**src/rtl/odo_work_feeder.sv**
```systemverilog
// Work feeder for odo_keccak: latches a header template and nonce range, then issues one header per slot.
// Optional macro ODO_NONCE_BSWAP_EN inserts the nonce byte-swapped (little-endian header layout).
module odo_work_feeder #(
  parameter int ISSUE_INTERVAL = 1,
  parameter int NONCE_LSB      = 608
) (
  input  logic         clk,
  input  logic         reset,
  input  logic [639:0] work_data,
  input  logic         work_load,
  input  logic [31:0]  nonce_start,
  input  logic [31:0]  nonce_end,
  input  logic         run,
  output logic [639:0] out_data,
  output logic         out_valid,
  output logic [31:0]  cur_nonce,
  output logic         busy,
  output logic         exhausted
);

  typedef enum logic [1:0] {IDLE, ISSUE, GAP, DONE} state_t;

  // GAP lasts ISSUE_INTERVAL-1 cycles; the count is reloaded as N-2 because GAP exits on 0.
  localparam logic [15:0]  GAP_INIT   = 16'((ISSUE_INTERVAL > 1) ? ISSUE_INTERVAL - 2 : 0);
  localparam logic [639:0] NONCE_MASK = 640'(32'hFFFF_FFFF) << NONCE_LSB;

  state_t         state_q, state_d;
  logic [639:0]   tmpl_q, tmpl_d;
  logic [31:0]    ctr_q, ctr_d;
  logic [31:0]    end_q, end_d;
  logic [15:0]    gap_q, gap_d;
  logic [639:0]   out_data_q, out_data_d;
  logic           out_valid_q, out_valid_d;
  logic [31:0]    cur_nonce_q, cur_nonce_d;
  logic           busy_q, busy_d;
  logic           exhausted_q, exhausted_d;
  logic [31:0]    nonce_ins;

`ifdef ODO_NONCE_BSWAP_EN
  assign nonce_ins = {ctr_q[7:0], ctr_q[15:8], ctr_q[23:16], ctr_q[31:24]};
`else
  assign nonce_ins = ctr_q;
`endif

  always_comb begin
    state_d     = state_q;
    tmpl_d      = tmpl_q;
    ctr_d       = ctr_q;
    end_d       = end_q;
    gap_d       = gap_q;
    out_data_d  = out_data_q;
    out_valid_d = 1'b0;
    cur_nonce_d = cur_nonce_q;
    busy_d      = busy_q;
    exhausted_d = exhausted_q;
    if (work_load) begin
      // A load aborts whatever is in flight, including a pending issue or gap.
      state_d     = ISSUE;
      tmpl_d      = work_data;
      ctr_d       = nonce_start;
      end_d       = nonce_end;
      gap_d       = '0;
      busy_d      = 1'b1;
      exhausted_d = 1'b0;
    end else begin
      case (state_q)
        ISSUE: begin
          if (run) begin
            out_valid_d = 1'b1;
            out_data_d  = (tmpl_q & ~NONCE_MASK) | (640'(nonce_ins) << NONCE_LSB);
            cur_nonce_d = ctr_q;
            if (ctr_q == end_q) begin
              state_d     = DONE;
              busy_d      = 1'b0;
              exhausted_d = 1'b1;
            end else begin
              ctr_d = ctr_q + 32'd1;
              if (ISSUE_INTERVAL > 1) begin
                state_d = GAP;
                gap_d   = GAP_INIT;
              end
            end
          end
        end
        GAP: begin
          if (gap_q == '0) state_d = ISSUE;
          else             gap_d   = gap_q - 16'd1;
        end
        default: ;
      endcase
    end
  end

  always_ff @(posedge clk) begin
    if (reset) begin
      state_q     <= IDLE;
      tmpl_q      <= '0;
      ctr_q       <= '0;
      end_q       <= '0;
      gap_q       <= '0;
      out_data_q  <= '0;
      out_valid_q <= 1'b0;
      cur_nonce_q <= '0;
      busy_q      <= 1'b0;
      exhausted_q <= 1'b0;
    end else begin
      state_q     <= state_d;
      tmpl_q      <= tmpl_d;
      ctr_q       <= ctr_d;
      end_q       <= end_d;
      gap_q       <= gap_d;
      out_data_q  <= out_data_d;
      out_valid_q <= out_valid_d;
      cur_nonce_q <= cur_nonce_d;
      busy_q      <= busy_d;
      exhausted_q <= exhausted_d;
    end
  end

  assign out_data  = out_data_q;
  assign out_valid = out_valid_q;
  assign cur_nonce = cur_nonce_q;
  assign busy      = busy_q;
  assign exhausted = exhausted_q;

endmodule

```
**config.mk**
```make
export PLATFORM = sky130hd
export DESIGN_NAME = odo_work_feeder
export DESIGN_NICKNAME = d
export VERILOG_FILES = /design/src/rtl/odo_work_feeder.sv
export SDC_FILE = /design/constraint.sdc
export NUM_CORES = 2
export LEC_CHECK = 0
export ABC_AREA = 1
export CELL_PAD_IN_SITES_DETAIL_PLACEMENT = 1
export CELL_PAD_IN_SITES_GLOBAL_PLACEMENT = 1
export CORE_AREA = 2 2 537 539
export DETAILED_ROUTE_END_ITERATION = 8
export DIE_AREA = 0 0 539 541
export MAX_ROUTING_LAYER = met4
export PLACE_DENSITY_LB_ADDON = 0.3
export SYNTH_ARGS = -nofsm -noshare
export SYNTH_HDL_FRONTEND = slang
export SYNTH_SLANG_ARGS = --single-unit
```
**constraint.sdc**
```tcl
create_clock -name clk -period 2.13 [get_ports clk]
set_input_delay 0.426 -clock clk [delete_from_list [all_inputs] [get_ports clk]]
set_output_delay 0.426 -clock clk [all_outputs]
set_load 0.03 [all_outputs]
```
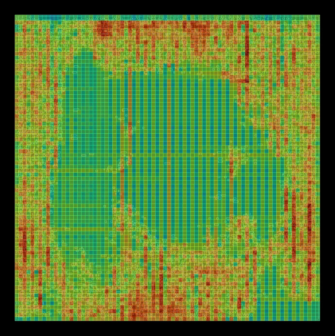
(images/final_congestion.png)
overall routing resource usage: 16.8%
M1 GR Usage: 19.4%
post-route core utilization: 25.2%

==> run notes <==
run results: outcome complete, no violations, cell internal power dissipation 45,600 uW, wire length reported by the detailed router about 250,000 microns, sink count of the clock tree 1,333, post-synth net total roughly 7,000, CTS clock-pin slew for the worst setup and hold paths roughly 60 ps, combinational group power a little under 6000 uW, start of the worst register-to-register path ctr_q[4], worst setup timing slack at the placement stage -197 ps, violation count after the first detailed-routing iteration 2,175, cells along the critical path clkdlybuf4s15_2, capturing instance or port of the critical path cur_nonce[0], Post-Synthesis Cell Area about 0.048 sq mm, clock network power consumption ~29,000 uW, CP startpoint out_data[608], number of global-route vias before repair a little under 50,000, buffers outside the clock class ~1,600, Crit path largest cell delay 460 ps, Final Cycle Share 96.3%, Floorplan Utilization ~17%, maximum fanout encountered on the critical timing path 3, Setup WS post-layout roughly 79 ps, per-instance average area after synthesis around 7.6 sq um, fraction of registers with async set/reset 0%, largest cell class by area sequential cells, Final nets between 8,000 and 9,000, peak supply drop ~0.5 mV
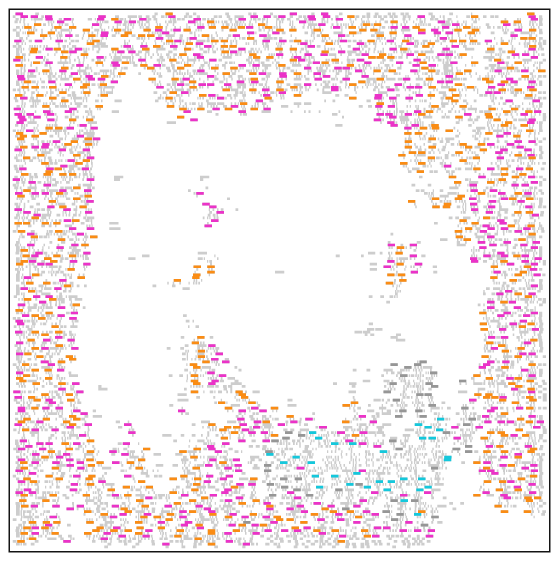
(images/registers.png)
Scale: 1 px per micron. Other sequential cells in the stronger grey, the rest of the logic in the fainter grey.
[cyan] ctr_q | placed flops: 32
[magenta] out_data | placed flops: 639 | where: widely spread
[orange] tmpl_q | placed flops: 608 | where: widely spread
not coloured: 54

-- cell usage after synthesis (8+ instances only) --
cell,count
sky130_fd_sc_hd__buf_4,45
sky130_fd_sc_hd__a21oi_1,617
sky130_fd_sc_hd__nor2_1,1387
sky130_fd_sc_hd__clkbuf_1,291
sky130_fd_sc_hd__a211oi_1,30
sky130_fd_sc_hd__nand3_1,112
sky130_fd_sc_hd__nand2_1,1458
sky130_fd_sc_hd__buf_2,134
sky130_fd_sc_hd__nand4_1,8
sky130_fd_sc_hd__buf_1,10
sky130_fd_sc_hd__o21ai_0,682
sky130_fd_sc_hd__dfxtp_1,1333
sky130_fd_sc_hd__inv_2,12
sky130_fd_sc_hd__xor2_1,11
sky130_fd_sc_hd__inv_1,61
sky130_fd_sc_hd__xnor2_1,18
-- layer usage --
layer | wire [microns] | up-vias | GRT usage [%]
li1 | - | 22800 | -
met1 | 105000 | 22800 | 19.4
met2 | 113000 | 1347 | 26.7
met3 | 21900 | 325 | 6.60
met4 | 7210 | 0 | 4.91
met5 | 0 | - | -
-- repair_timing --
| action | CTS | global route |
|---|---|---|
| hold endpoints to repair | 1 | 0 |
| resized | 1258 | 49 |
| setup endpoints to repair | 657 | 51 |
| hold buffers | 1 | 0 |
-- logic make-up (layout without fill, tap and decap cells) --
kind of cell               after synthesis  in the layout
AOI/OAI and AO/OA                     1334           1334
xor gates and xnor gates                29             29
adders and majority gates                3              3
buffers and inverters                  557           1999
DFF                                   1333           1333
muxes                                    1              1
other                                    0             88
and+or+nand+nor                       2987           2987
-- through the flow --
stage,utilization (%),setup TNS [ps],hold slack [ps],std cells
detailed placement,23.3,-38530,436,11200
CTS,25.2,0,25.6,11500
global route,25.2,-7.58,50.9,11500
floorplan,-,0,421,6244
finish,25.2,0,108,11600
global placement,23.3,-34950,427,11200
Power is estimated from default activity; no workload was simulated.
